===== src/rtl/cfg_write_scheduler_if.sv =====
// Host/automation request ports and synth config outputs of cfg_write_scheduler.
interface cfg_write_scheduler_if;
  logic       host_valid;
  logic       host_ready;
  logic [3:0] host_addr;
  logic [7:0] host_data;
  logic       auto_valid;
  logic       auto_ready;
  logic [3:0] auto_addr;
  logic [7:0] auto_data;
  logic [7:0] cfg_data;
  logic [3:0] cfg_addr;
  logic       cfg_strobe;
  logic       busy;
  logic [3:0] fifo_count;

  modport master (
    output host_valid, host_addr, host_data,
    output auto_valid, auto_addr, auto_data,
    input  host_ready, auto_ready,
    input  cfg_data, cfg_addr, cfg_strobe, busy, fifo_count
  );

  modport slave (
    input  host_valid, host_addr, host_data,
    input  auto_valid, auto_addr, auto_data,
    output host_ready, auto_ready,
    output cfg_data, cfg_addr, cfg_strobe, busy, fifo_count
  );
endinterface


===== src/rtl/cfg_write_scheduler.sv =====
// Serialises host (FIFO-buffered) and automation writes onto the synth cfg bus with a
// SETUP/HIGH/LOW strobe sequence. Define CFG_WRITE_SCHEDULER_RR_EN for round-robin arbitration.
module cfg_write_scheduler #(
  parameter int unsigned SETUP_CYCLES = 1,
  parameter int unsigned HIGH_CYCLES  = 3,
  parameter int unsigned LOW_CYCLES   = 3,
  parameter int unsigned FIFO_DEPTH   = 4
) (
  input logic                  clk,
  input logic                  reset,
  cfg_write_scheduler_if.slave bus
);

  localparam int unsigned PTR_W = $clog2(FIFO_DEPTH);

  typedef enum logic [1:0] {IDLE, SETUP, HIGH, LOW} state_t;

  state_t           state, state_nx;
  logic [2:0]       phase, phase_nx;
  logic [3:0]       fifo_addr_mem [FIFO_DEPTH];
  logic [7:0]       fifo_data_mem [FIFO_DEPTH];
  logic [PTR_W-1:0] wr_ptr, rd_ptr;
  logic [3:0]       count;
  logic             push, pop, host_pending;
  logic             grant_host, grant_auto;
  logic             strobe_q;
  logic [3:0]       addr_q;
  logic [7:0]       data_q;
`ifdef CFG_WRITE_SCHEDULER_RR_EN
  logic             last_auto;
`endif

  assign bus.host_ready = (count != 4'(FIFO_DEPTH));
  assign bus.fifo_count = count;
  assign bus.busy       = (state != IDLE);
  assign bus.auto_ready = grant_auto & ~reset;
  assign bus.cfg_strobe = strobe_q;
  assign bus.cfg_addr   = addr_q;
  assign bus.cfg_data   = data_q;

  assign push         = bus.host_valid & bus.host_ready;
  assign pop          = grant_host;
  assign host_pending = (count != '0);

  always_ff @(posedge clk) begin
    if (push) begin
      fifo_addr_mem[wr_ptr] <= bus.host_addr;
      fifo_data_mem[wr_ptr] <= bus.host_data;
    end
  end

  // Power-of-two depth lets the pointers wrap naturally.
  always_ff @(posedge clk or posedge reset) begin
    if (reset) begin
      wr_ptr <= '0;
      rd_ptr <= '0;
      count  <= '0;
    end else begin
      if (push) wr_ptr <= wr_ptr + PTR_W'(1);
      if (pop)  rd_ptr <= rd_ptr + PTR_W'(1);
      case ({push, pop})
        2'b10:   count <= count + 4'd1;
        2'b01:   count <= count - 4'd1;
        default: count <= count;
      endcase
    end
  end

  always_comb begin
    grant_host = 1'b0;
    grant_auto = 1'b0;
    if (state == IDLE) begin
`ifdef CFG_WRITE_SCHEDULER_RR_EN
      if (host_pending && (!bus.auto_valid || last_auto)) grant_host = 1'b1;
      else if (bus.auto_valid)                             grant_auto = 1'b1;
`else
      if (bus.auto_valid)    grant_auto = 1'b1;
      else if (host_pending) grant_host = 1'b1;
`endif
    end
  end

  // phase counts down the remaining cycles of the current state and is reloaded on entry.
  always_comb begin
    state_nx = state;
    phase_nx = phase;
    case (state)
      IDLE: begin
        if (grant_host || grant_auto) begin
          state_nx = SETUP;
          phase_nx = 3'(SETUP_CYCLES - 1);
        end
      end
      SETUP: begin
        if (phase == '0) begin
          state_nx = HIGH;
          phase_nx = 3'(HIGH_CYCLES - 1);
        end else begin
          phase_nx = phase - 3'd1;
        end
      end
      HIGH: begin
        if (phase == '0) begin
          state_nx = LOW;
          phase_nx = 3'(LOW_CYCLES - 1);
        end else begin
          phase_nx = phase - 3'd1;
        end
      end
      LOW: begin
        if (phase == '0) begin
          state_nx = IDLE;
          phase_nx = '0;
        end else begin
          phase_nx = phase - 3'd1;
        end
      end
      default: begin
        state_nx = IDLE;
        phase_nx = '0;
      end
    endcase
  end

  always_ff @(posedge clk or posedge reset) begin
    if (reset) begin
      state    <= IDLE;
      phase    <= '0;
      strobe_q <= 1'b0;
      addr_q   <= '0;
      data_q   <= '0;
`ifdef CFG_WRITE_SCHEDULER_RR_EN
      last_auto <= 1'b1;
`endif
    end else begin
      state    <= state_nx;
      phase    <= phase_nx;
      strobe_q <= (state_nx == HIGH);
      if (grant_host) begin
        addr_q <= fifo_addr_mem[rd_ptr];
        data_q <= fifo_data_mem[rd_ptr];
      end else if (grant_auto) begin
        addr_q <= bus.auto_addr;
        data_q <= bus.auto_data;
      end
`ifdef CFG_WRITE_SCHEDULER_RR_EN
      if (grant_host || grant_auto) last_auto <= grant_auto;
`endif
    end
  end

endmodule


===== src/flat_wrapper.sv =====
// flat-port wrapper written by rule: the top's interface ports become plain ports
module cfg_write_scheduler_flat 
#(
  parameter int unsigned SETUP_CYCLES = 1,
  parameter int unsigned HIGH_CYCLES  = 3,
  parameter int unsigned LOW_CYCLES   = 3,
  parameter int unsigned FIFO_DEPTH   = 4
)
  (clk, reset, bus_host_valid, bus_host_addr, bus_host_data, bus_auto_valid, bus_auto_addr, bus_auto_data, bus_host_ready, bus_auto_ready, bus_cfg_data, bus_cfg_addr, bus_cfg_strobe, bus_busy, bus_fifo_count);
  cfg_write_scheduler_if bus_i ();
  input logic clk;
  input logic reset;
  input wire logic [$bits(bus_i.host_valid)-1:0] bus_host_valid;
  input wire logic [$bits(bus_i.host_addr)-1:0] bus_host_addr;
  input wire logic [$bits(bus_i.host_data)-1:0] bus_host_data;
  input wire logic [$bits(bus_i.auto_valid)-1:0] bus_auto_valid;
  input wire logic [$bits(bus_i.auto_addr)-1:0] bus_auto_addr;
  input wire logic [$bits(bus_i.auto_data)-1:0] bus_auto_data;
  output wire logic [$bits(bus_i.host_ready)-1:0] bus_host_ready;
  output wire logic [$bits(bus_i.auto_ready)-1:0] bus_auto_ready;
  output wire logic [$bits(bus_i.cfg_data)-1:0] bus_cfg_data;
  output wire logic [$bits(bus_i.cfg_addr)-1:0] bus_cfg_addr;
  output wire logic [$bits(bus_i.cfg_strobe)-1:0] bus_cfg_strobe;
  output wire logic [$bits(bus_i.busy)-1:0] bus_busy;
  output wire logic [$bits(bus_i.fifo_count)-1:0] bus_fifo_count;
  assign bus_i.host_valid = bus_host_valid;
  assign bus_i.host_addr = bus_host_addr;
  assign bus_i.host_data = bus_host_data;
  assign bus_i.auto_valid = bus_auto_valid;
  assign bus_i.auto_addr = bus_auto_addr;
  assign bus_i.auto_data = bus_auto_data;
  assign bus_host_ready = bus_i.host_ready;
  assign bus_auto_ready = bus_i.auto_ready;
  assign bus_cfg_data = bus_i.cfg_data;
  assign bus_cfg_addr = bus_i.cfg_addr;
  assign bus_cfg_strobe = bus_i.cfg_strobe;
  assign bus_busy = bus_i.busy;
  assign bus_fifo_count = bus_i.fifo_count;
  cfg_write_scheduler #(.SETUP_CYCLES(SETUP_CYCLES), .HIGH_CYCLES(HIGH_CYCLES), .LOW_CYCLES(LOW_CYCLES), .FIFO_DEPTH(FIFO_DEPTH)) u_core (.clk(clk), .reset(reset), .bus(bus_i));
endmodule

===== config.mk =====
export PLATFORM = sky130hd
export DESIGN_NAME = cfg_write_scheduler_flat
export DESIGN_NICKNAME = d
export VERILOG_FILES = /design/src/rtl/cfg_write_scheduler_if.sv /design/src/rtl/cfg_write_scheduler.sv /design/src/flat_wrapper.sv
export SDC_FILE = /design/constraint.sdc
export NUM_CORES = 1
export LEC_CHECK = 0
export ABC_AREA = 1
export CORE_ASPECT_RATIO = 1.75
export CORE_MARGIN = 3
export CORE_UTILIZATION = 58
export DETAILED_ROUTE_END_ITERATION = 8
export PLACE_DENSITY = 0.89
export SLEW_MARGIN = 20
export SYNTH_ARGS = -nofsm -noshare
export SYNTH_HDL_FRONTEND = slang
export SYNTH_SLANG_ARGS = --single-unit
export TNS_END_PERCENT = 1

===== constraint.sdc =====
create_clock -name clk -period 6.5 [get_ports clk]
set_input_delay 0.975 -clock clk [delete_from_list [all_inputs] [get_ports clk]]
set_output_delay 0.975 -clock clk [all_outputs]
set_load 0.02 [all_outputs]

**Run 1: cell classes on the final placement**

Fill, decap, tap and diode cells in grey.
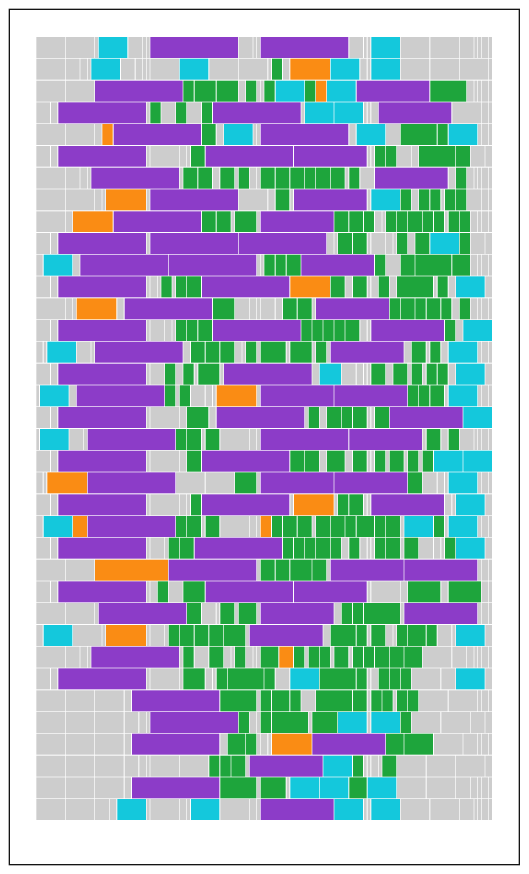
| colour | class | cells | share of their area |
|---|---|---|---|
| orange | clock drivers and dummy loads | 16 | 4.7% |
| cyan | remaining buffers and delay cells | 48 | 12% |
| green | remaining logic cells | 234 | 30% |
| purple | registers | 74 | 53% |

**Run 1: clock wiring as the flow saved it**

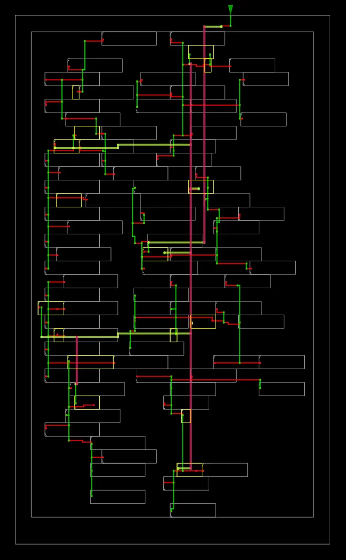
Fin Clk Skew: 0.009488 ns
# clock sinks: 74
clk_buf instances: 14
clock insertion delay at the later pin of the skew report: 0.34 ns

**Run 1: wiring heat map**

Bar = 20 µm. The die is cut into 13 by 21 equal tiles; dark blue is low, red is high, scaled to the fullest tile. Values are wire area over tile area, all layers added.
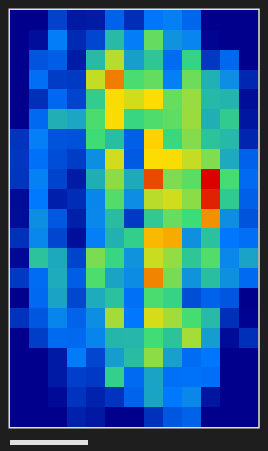
densest ninth of the die: centre
nearly empty tiles: 14%
tiles over half the peak: 21%
emptiest ninth of the die: south-west
fullest tile: 0.54

==> flow_summary_export.csv, run 1 <==
group,metric,value,unit
final_layout,final_core_util,72.40,%
power_and_ir_drop,power_density,462.4,nW/µm²
final_layout,final_area,4044,µm²
power_and_ir_drop,total_power,1.870,mW
floorplanning,die_w,63.53,µm
final_layout,ff_latch_area,2092,µm²
clock_tree,cts_buffers,9,
synth,synthSimpleGateAreaFrac,13.00,%
power_and_ir_drop,seqPwrFrac,40.1,%
final_layout,final_layout_top_logic_cells,"edfxtp_1 (48), clkdlybuf4s50_1 (47), inv_1 (46), nand2_1 (42), a21oi_1 (28)",
power_and_ir_drop,leakagePower,1.690,nW
clock_tree,postCtsSetupBuffers,0,
routing,drt-pass1-iter-count,5,
final_layout,comb.multi_input.count,185,
final_layout,seq_share,51.73,%
setup_path,crit_path_end,"bus_auto_ready",
routing,wl_per_cell,14.77,µm
final_layout,drive_gt1_share,7.796,%
power_and_ir_drop,p_int,1.134,mW
power_and_ir_drop,maxPowerGroup,"combinational logic",
synth,async_flop_share,35.14,%
routing,m1WireLength,2.455,mm
synth,topCellsByArea,"edfxtp_1 (43%), dfrtp_1 (19%), inv_1 (5.1%)",
global_route,grt_max_degree,51,
routing,num_vias,2369,
synth,syn_nets,361,
final_layout,largest_cell_class,"flip-flops and latches",
sta,grt_setup_unrepaired,"no",
setup_path,cp.depth,4,
power_and_ir_drop,p_clk_share,17.3,%
synth,postSynthCellCount,321,
synth,synth.cellmix.compoundShare,11.21,%
final_layout,lay_top_count,"edfxtp_1",
worst_hold_path,hold_class,"reg -> reg",
setup_path,path_buffers,2,
final_layout,largest_register_ffs,32,
sta,period_used_share,56.17,%
final_layout,largest-register,"u_core.fifo_data_mem",
global_route,grt_pass1_wl,10.63,mm
setup_path,cp.required,5.52,ns
final_layout,num-nonclk-buffers,48,
synth,syn_area_per_cell,10.47,µm²
clock_tree,h-tree-depth,3,
setup_path,cpPeakStageDelay,0.62,ns
sta,tightest_slew,0.9584,ns
power_and_ir_drop,p_seq,0.750,mW
final_layout,synthToLayoutAreaGrowth,20.37,%
setup_path,start_kind,"input port",
global_route,antenna_found_initial,0,
routing,dr_wl_met3,262,µm
final_layout,fillCellCount,405,
routing,routed_wirelength,6.618,mm
sta,whs,0.5271,ns
final_layout,clock_area_share,4.548,%
place,dpl.hpwl,4.726,mm
routing,vias_per_cell,5.288,
synth,topCombFamilyByArea,"simple AND/OR/NAND/NOR gates",
floorplanning,tap_cells,76,
power_and_ir_drop,switching_share,39.35,%
synth,edf_count,48,
worst_hold_path,hp-start,"u_core.phase[2]",
global_route,use_met1,21.44,%
floorplanning,num_io_pins,48,
global_route,gr-total-overflow,0,
sta,setup-violations-final,0,
setup_path,cpMostUsedCell,"clkdlybuf4s50_1",
setup_path,crit_family,"buffers and inverters",
synth,ys_cells,321,
final_layout,final_cells,448,
setup_path,r2r_slack,4.00,ns
setup_path,r2r-end,"u_core.bus.fifo_count[2]",
clock_tree,clock-root-buffer,"clkbuf_8",
routing,routed-wl-met2,3.680,mm
sta,finalHoldViolCount,0,
final_layout,inverters,49,
power_and_ir_drop,p_comb,0.797,mW
setup_path,r2r_cells,13,
worst_hold_path,hold_path_depth,2,
sta,slew_headroom,36.04,%
global_route,grt_use_met2,37.55,%
sta,fmax,0.2739,GHz
synth,ff_type,"edfxtp_1",
final_layout,logic_area,1008,µm²
worst_hold_path,min_to,"u_core.phase[2]",
setup_path,slowest_stage,"clkdlybuf4s50_1",
routing,drt_iter0_drc,198,
sta,setup_ws,2.849,ns
sta,slew_violations,0,
flow_run,cap_violations,0,
floorplanning,fp_util,60.15,%
setup_path,r2r_start,"u_core.state[0]",
setup_path,critPathArrivalTime,2.68,ns
final_layout,buf_share,11.82,%
power_and_ir_drop,ir_drop,238.9,µV
power_and_ir_drop,power.switching,0.7360,mW
power_and_ir_drop,clock_power,0.323,mW
global_route,grt_pass1_vias,2369,
sta,period_needed,3.651,ns
synth,adder_share,4.469,%
flow_run,log.warning_count,34,
place,dp_slack,2.855,ns
power_and_ir_drop,power_frac_comb,42.6,%
clock_tree,clockBufferDepth,2,
synth,synth-xor-area-share,1.043,%
floorplanning,num_rows,36,
synth,synth.distinct_cells,26,
place,placed_cell_area,3852,µm²
global_route,gr-usage-all-layers,20.84,%
synth,synth-seq-cells,74,
floorplanning,chip_area,6777,µm²
synth,top_cells_by_count,"edfxtp_1 (48), inv_1 (46), nand2_1 (42)",
final_layout,comb_share,24.94,%
routing,final_antenna_net_count,0,
synth,ys_seq_share,62.27,%
synth,top_area_share,42.91,%
place,dp.cells,432,
clock_tree,cts_tree,"done",
setup_path,crit_type,"in -> out",
outcome,outcome,"completed",
routing,maxUsedRoutingLayer,"met4",
global_route,grt_busiest_layer,"met2",
place,io_buffers,47,
synth,top_area_cell,"edfxtp_1",
final_layout,flops,74,
synth,synth_top_cell_by_count,"edfxtp_1",
place,gp_congestion,0.7917,
setup_path,critPathMaxFanout,17,
setup_path,crit_start,"bus_auto_valid",
routing,drc,0,
synth,netlist_area,3359,µm²
clock_tree,cts_hold_buf,0,
synth,yosysWarnings,0,
setup_path,cp-end-kind,"output pin",
synth,ys_area,3359,µm²
**Run 1: metal 1**

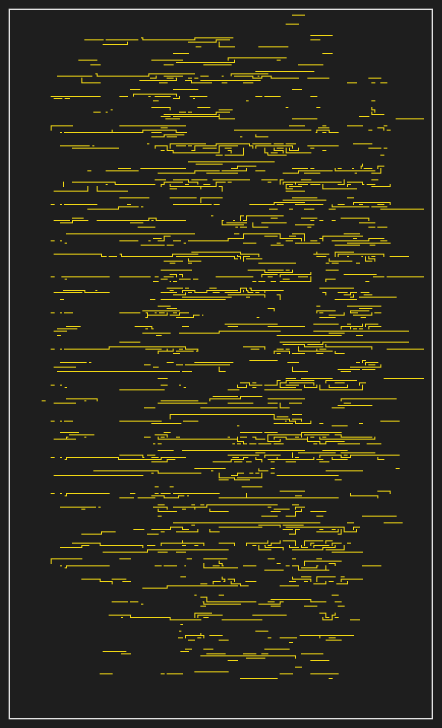

## Run 2: what changed since run 1
Settings changed: CORE_UTILIZATION 58 to 49, PLACE_DENSITY 0.89 to 0.81.
Clock period 6.5 ns to 3 ns, I/O delays scaled along.
**Run 2: metal 1**

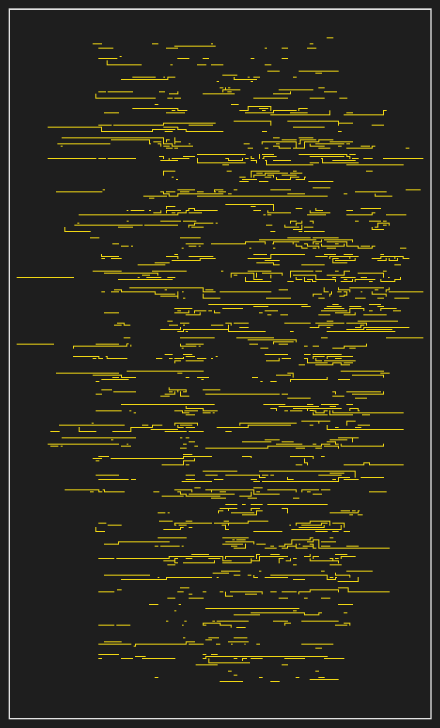
main direction: horizontal
longest straight run: 21.2 µm
met1 Resource Use GR: 20.01%
Total Wirelength: 6.703 mm
Vias: 2407

==> run 2 against run 1 <==
Against the previous run: sequential cell count unchanged; largest power group unchanged; non-clock buffer count increased by 5; clock-buffer cell count fell by 3; synthesized cell count unchanged; core utilization is 8.6 points lower; critical endpoint is now u_core.bus.fifo_count[2]; clock power grew to 3.3 times the previous value; setup slack got worse by 2.4 ns; combinational power is 120% higher; routed wire length up 1.3%; first-iteration DRC count up 2.5%.
==> flow_summary_export.csv, run 2 <==
group,metric,value,unit
worst_hold_path,min_to,"u_core.phase[2]",
setup_path,r2r-end,"u_core.bus.fifo_count[2]",
final_layout,drive_gt1_share,8.223,%
sta,setup_ws,0.4209,ns
synth,edf_count,48,
global_route,grt_pass1_wl,10.81,mm
synth,synth_top_cell_by_count,"edfxtp_1",
routing,dr_wl_met3,319,µm
final_layout,clock_area_share,7.268,%
synth,synth.cellmix.compoundShare,11.21,%
power_and_ir_drop,power_density,1055,nW/µm²
final_layout,flops,74,
outcome,outcome,"completed",
power_and_ir_drop,switching_share,36.93,%
setup_path,cpPeakStageDelay,0.42,ns
sta,setup-violations-final,0,
setup_path,crit_type,"reg -> reg",
final_layout,synthToLayoutAreaGrowth,25.03,%
worst_hold_path,hold_class,"reg -> reg",
setup_path,r2r_cells,13,
clock_tree,cts_buffers,9,
setup_path,path_buffers,3,
sta,tightest_slew,1.001,ns
global_route,grt_max_degree,51,
synth,top_area_cell,"edfxtp_1",
setup_path,r2r_start,"u_core.state[1]",
global_route,grt_pass1_vias,2370,
global_route,grt_busiest_layer,"met2",
synth,synth-seq-cells,74,
synth,netlist_area,3359,µm²
floorplanning,die_w,68.59,µm
global_route,grt_use_met2,31.91,%
final_layout,largest_register_ffs,32,
synth,top_area_share,42.91,%
power_and_ir_drop,leakagePower,1.768,nW
routing,wl_per_cell,14.60,µm
power_and_ir_drop,total_power,4.433,mW
synth,syn_nets,361,
place,dpl.hpwl,4.723,mm
synth,ys_seq_share,62.27,%
sta,finClkSkew,0.008039,ns
final_layout,buf_share,12.27,%
setup_path,crit_start,"u_core.state[1]",
routing,drt-pass1-iter-count,4,
synth,synth.distinct_cells,26,
place,dp.cells,443,
final_layout,largest-register,"u_core.fifo_data_mem",
final_layout,lay_top_count,"edfxtp_1",
final_layout,num-nonclk-buffers,53,
routing,vias_per_cell,5.244,
place,gp_congestion,0.8585,
synth,topCellsByArea,"edfxtp_1 (43%), dfrtp_1 (19%), inv_1 (5.1%)",
setup_path,start_kind,"flop",
routing,maxUsedRoutingLayer,"met4",
routing,drt_iter0_drc,203,
sta,period_needed,2.579,ns
synth,syn_area_per_cell,10.47,µm²
routing,final_antenna_net_count,0,
final_layout,clockBufferCount,11,
clock_tree,clock-root-buffer,"clkbuf_16",
place,placed_cell_area,3895,µm²
clock_tree,postCtsSetupBuffers,0,
power_and_ir_drop,p_int,2.796,mW
flow_run,cap_violations,0,
clock_tree,h-tree-depth,3,
synth,adder_share,4.469,%
sta,slew_violations,0,
power_and_ir_drop,maxPowerGroup,"combinational logic",
power_and_ir_drop,power.switching,1.637,mW
synth,top_cells_by_count,"edfxtp_1 (48), inv_1 (46), nand2_1 (42)",
floorplanning,chip_area,7925,µm²
sta,fmax,0.3877,GHz
setup_path,crit_family,"simple AND/OR/NAND/NOR gates",
routing,routed-wl-met2,3.695,mm
synth,topCombFamilyByArea,"simple AND/OR/NAND/NOR gates",
synth,async_flop_share,35.14,%
power_and_ir_drop,ir_drop,522.7,µV
final_layout,largest_cell_class,"flip-flops and latches",
setup_path,cp.required,3.25,ns
clock_tree,cts.sinks,74,
setup_path,cpMostUsedCell,"ha_1",
setup_path,cp.depth,13,
final_layout,ff_latch_area,2092,µm²
clock_tree,cts_hold_buf,0,
routing,m1WireLength,2.440,mm
final_layout,inverters,49,
floorplanning,tap_cells,82,
power_and_ir_drop,seqPwrFrac,36.5,%
sta,slew_headroom,33.16,%
setup_path,critPathMaxFanout,18,
clock_tree,clk_latency,0.33,ns
sta,grt_setup_unrepaired,"no",
synth,ff_type,"edfxtp_1",
synth,synth-xor-area-share,1.043,%
place,dp_slack,0.3907,ns
global_route,gr-usage-all-layers,18.83,%
floorplanning,num_rows,39,
final_layout,final_cells,459,
final_layout,final_layout_top_logic_cells,"edfxtp_1 (48), clkdlybuf4s50_1 (47), inv_1 (46), nand2_1 (42)",
synth,yosysWarnings,0,
setup_path,cp-end-kind,"flop",
power_and_ir_drop,p_seq,1.62,mW
sta,period_used_share,85.97,%
final_layout,comb.multi_input.count,185,
final_layout,seq_share,49.81,%
power_and_ir_drop,clock_power,1.06,mW
final_layout,comb_share,23.77,%
synth,postSynthCellCount,321,
**Run 2: met3 routing**

Bar = 20 µm.
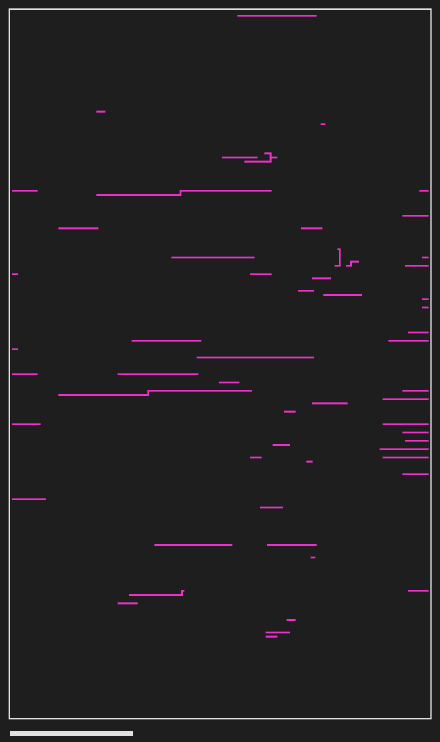
main direction: horizontal
wire length on this layer: 319 µm
met3 GRT Util: 4.171%

**Run 2: wiring heat map**

Bar = 20 µm. The die is cut into 14 by 23 equal tiles; dark blue is low, red is high, scaled to the fullest tile. Values are wire area over tile area, all layers added.
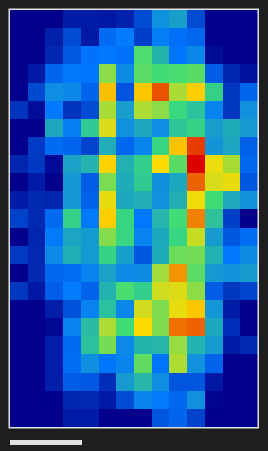

## Run 3: what changed since run 2
Settings changed: CORE_MARGIN 3 to 2, RECOVER_POWER set to 50.
**Run 3: wiring heat map**

Bar = 20 µm. The die is cut into 13 by 23 equal tiles; dark blue is low, red is high, scaled to the fullest tile. Values are wire area over tile area, all layers added.
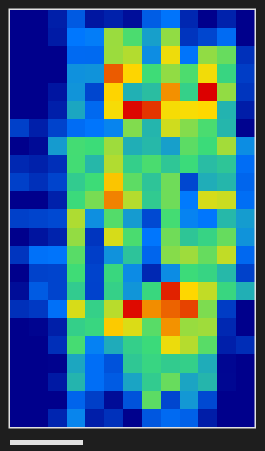
nearly empty tiles: 16%
emptiest ninth of the die: north-west
densest ninth of the die: north
mean over tiles: 0.14
fullest tile: 0.43
Vias: 2396
per-cell routed wire length: 14.23 µm

**Run 3: met3 routing**

Bar = 20 µm.
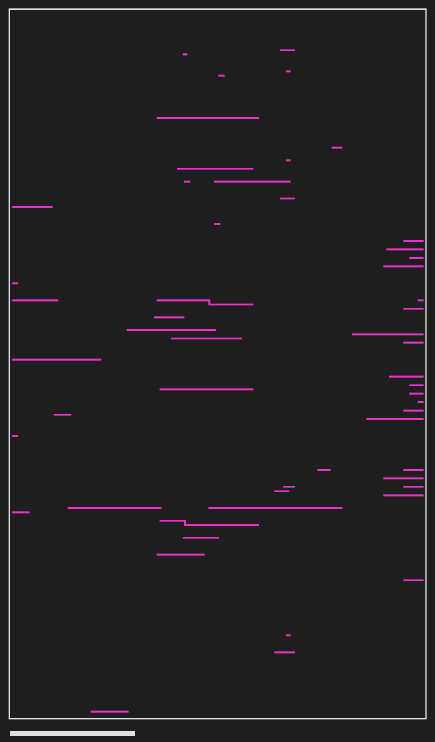
nets with wire on the layer: 40
wire length on this layer: 299 µm
longest straight run: 21.2 µm
share of all routed wire: 4.6%
met3 GRT Util: 5.128%
Total Wirelength: 6.576 mm

==> run 3 against run 2 <==
Against the previous run: sequential share of layout area shrank 0.18 points; via count shrank 0.46%; clock skew down 0.0028 ns; clock power up 5%; non-clock buffer count is 1 higher; critical endpoint unchanged.
==> flow_summary_export.csv, run 3 <==
group,metric,value,unit
final_layout,clockBufferCount,10,
clock_tree,cts.sinks,74,
final_layout,num-nonclk-buffers,54,
final_layout,buf_share,12.32,%
synth,syn_area_per_cell,10.47,µm²
clock_tree,postCtsSetupBuffers,0,
final_layout,lay_top_count,"edfxtp_1",
power_and_ir_drop,p_int,2.848,mW
setup_path,cp.required,3.25,ns
final_layout,comb_share,23.57,%
routing,drt-pass1-iter-count,4,
clock_tree,cts_hold_buf,0,
clock_tree,clock-root-buffer,"clkbuf_16",
setup_path,start_kind,"flop",
final_layout,flops,74,
synth,edf_count,48,
outcome,outcome,"completed",
final_layout,largest_register_ffs,32,
final_layout,largest_cell_class,"flip-flops and latches",
floorplanning,chip_area,7560,µm²
worst_hold_path,hold_class,"reg -> reg",
final_layout,inverters,49,
synth,synth.distinct_cells,26,
power_and_ir_drop,maxPowerGroup,"combinational logic",
clock_tree,cts_buffers,9,
global_route,gr-usage-all-layers,18.93,%
setup_path,crit_type,"reg -> reg",
sta,period_used_share,78.98,%
power_and_ir_drop,p_seq,1.62,mW
synth,postSynthCellCount,321,
sta,setup_ws,0.6305,ns
power_and_ir_drop,ir_drop,469.3,µV
setup_path,r2r-end,"u_core.bus.fifo_count[2]",
power_and_ir_drop,leakagePower,1.783,nW
setup_path,critPathMaxFanout,18,
place,dp.cells,446,
synth,synth-xor-area-share,1.043,%
routing,drt_iter0_drc,164,
final_layout,drive_gt1_share,8.201,%
flow_run,cap_violations,0,
synth,top_cells_by_count,"edfxtp_1 (48), inv_1 (46), nand2_1 (42)",
synth,ff_type,"edfxtp_1",
synth,topCellsByArea,"edfxtp_1 (43%), dfrtp_1 (19%), inv_1 (5.1%)",
synth,async_flop_share,35.14,%
final_layout,ff_latch_area,2092,µm²
clock_tree,clk_latency,0.33,ns
final_layout,synthToLayoutAreaGrowth,25.47,%
sta,setup-violations-final,0,
sta,slew_violations,0,
setup_path,path_buffers,4,
clock_tree,h-tree-depth,3,
synth,top_area_cell,"edfxtp_1",
routing,routed-wl-met2,3.720,mm
power_and_ir_drop,clock_power,1.11,mW
synth,adder_share,4.469,%
global_route,grt_pass1_vias,2342,
power_and_ir_drop,seqPwrFrac,36.2,%
place,placed_cell_area,3905,µm²
routing,m1WireLength,2.347,mm
global_route,use_met1,17.45,%
sta,fmax,0.4220,GHz
global_route,grt_pass1_wl,10.35,mm
sta,slew_headroom,37.20,%
floorplanning,die_w,66.59,µm
sta,grt_setup_unrepaired,"no",
setup_path,r2r_cells,14,
global_route,grt_busiest_layer,"met2",
synth,topCombFamilyByArea,"simple AND/OR/NAND/NOR gates",
synth,syn_nets,361,
final_layout,final_layout_top_logic_cells,"edfxtp_1 (48), inv_1 (45), nand2_1 (43), clkdlybuf4s50_1 (34), nor2_1 (29)",
setup_path,crit_family,"simple AND/OR/NAND/NOR gates",
synth,synth-seq-cells,74,
place,dp_slack,0.5240,ns
global_route,grt_use_met2,34.13,%
sta,period_needed,2.369,ns
floorplanning,num_rows,40,
place,gp_congestion,0.8131,
Power and IR drop assume default switching activity.
